==> images/m3.png <==
(2 px per µm)
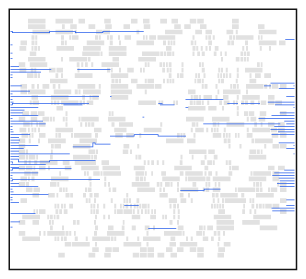
==> images/floorplan.png <==
(2 px per µm) Pins as bars on the die edge. Tap cells in gray.
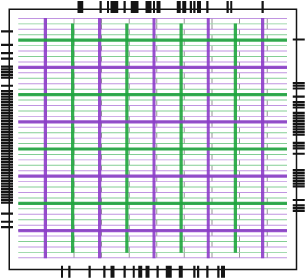
Design scaler_mem_sequencer, sky130hd; sources not shown.
==> reports/qor.txt <==
Synth Net Count -> 679
H-tree levels -> 3
FFs w/ async S/R, synth -> 100%
Vias in the first global route -> 4339
Top cell excl fill/tap -> nand2_1
Hold Slack -> 0.472 ns
Final period utilization -> 62.3%
Cells after Synth -> 610
Setup Slack @ Placement -> 2.38 ns
LEAKAGE -> 3.09 nW
Switch share -> 52.1%
Layer with the highest usage -> met2
Nets -> 816
Fp util -> 28.5%
Hold Path Class -> reg2reg
Routed Antenna Nets -> 0
Distinct lib cells used -> 37
CP max stage cell -> clkdlybuf4s50_1
Resized cells post-CTS -> 0
Crit path time final -> 3.96 ns
Remaining Overflow, GRT -> 0
GR Layer Usage met1 -> 21.0%
Post-DP HPWL -> 10300 µm
Antenna violations before repair -> 0
Share of layout cells above drive strength 1 -> 5.45%
Worst EP arrival -> 2.69 ns
Status -> finished clean
Yosys chip area -> 0.00458 mm²
Pwr dens -> 631 mW/mm²
RSZ-0062 raised after global routing -> false
Sw Pwr -> 2.15 mW
Post-CTS Hold Buffers -> 0
Max-area cell share -> 45.3%
Seq pwr share -> 23.1%
Num CTS Buffers -> 9
Post-route worst setup slack -> 2.39 ns
Top cells, area -> dfrtp_1 (45%), nand2_1 (18%), inv_1 (5.6%)
Clock latency on the worst-skew pair -> 0.35 ns
CTS tree -> built
Max reg flops -> 19
Top Ports -> 143
Worst-path clk slew -> 0.07 ns
Slew margin rel. -> 45.9%
Setup-failing EPs final -> 0
Req. time, crit path -> 5.08 ns
Ordered list of cells on the worst path -> clkdlybuf4s50_1 -> nand2_1 -> o21ai_0 -> clkdlybuf4s50_1
Back to the opening pictures, m3.png:
96 nets have wire on it. The wires run mostly horizontal. The longest straight run is 43.9 µm. The layer holds 7.6% of the routed length.
DR vias: 4322
routed wire length: 13500 µm
GR Util met3: 5.28%

Back to the opening pictures, floorplan.png:
Key: green = VDD; purple = VSS
The core has 44 rows. 45 met1 rails follow the rows. 9 straps on met4. 8 straps on met5.
Peak VDD IR: 0.367 mV
Die W: 143 µm
Die Height: 129 µm
core area: 0.0161 mm²

[critical path, delay by kind of cell]
family / cells / cell delay [ns]
simple gates: 1 / 0.05
buf+inv: 2 / 1.28
compound gates: 1 / 0.08
[layout make-up]
type	count	share of cell area [%]
clock buffer	9	3.45
tap	207	3.97
inverter	73	4.22
sequential	83	31.8
multi-input combinational	436	32.5
clock inverter	7	1.99
timing repair buffer	144	22.0
[power groups by stage]
stage	Combinational [mW]	Clock [mW]	Sequential, mW
after floorplan	0.962	0	1.75
after global placement	2.56	0	0.951
after detailed placement	2.56	0	0.959
after CTS	2.57	0.652	0.956
after global routing	2.75	0.675	0.988
final	2.53	0.634	0.950
[cell usage after synthesis, types with 3 or more instances]
| library cell | count |
|---|---|
| clkbuf_1 | 4 |
| nand4_1 | 13 |
| nand3_1 | 38 |
| nor3_1 | 7 |
| nor2_2 | 3 |
| xor2_1 | 10 |
| buf_2 | 7 |
| inv_1 | 68 |
| a21oi_1 | 9 |
| inv_2 | 5 |
| o21ai_1 | 28 |
| o21ai_0 | 31 |
| ha_1 | 10 |
| xnor2_1 | 4 |
| nor2_1 | 35 |
| a31oi_1 | 4 |
| o21bai_1 | 3 |
| nand2_1 | 220 |
| buf_6 | 4 |
| dfrtp_1 | 83 |
[metal layers]
metal  wire [µm]  up-vias
met5           0        -
met4         125        0
met3        1030       10
met2        5680      114
met1        6660     1984
li1            -     2214
[metrics by stage]
| step | instance area (µm²) | cells | power, mW |
|---|---|---|---|
| 3_3_place_gp | 6170 | 943 | 3.51 |
| 2_1_floorplan | 4580 | 610 | 2.71 |
| 4_1_cts | 6530 | 959 | 4.18 |
| 3_5_place_dp | 6170 | 943 | 3.52 |
| 5_1_grt | 6530 | 959 | 4.41 |
| 6_report | 6530 | 959 | 4.12 |
[logic make-up after synthesis]
group,synth area share (%)
xor+xnor,2.68
simple gates,30.7
compound gates,10.1
buf+inv,8.39
flops,45.3
fa+ha+maj,2.73
No activity file was given, so power comes from the tool's default toggle rates.
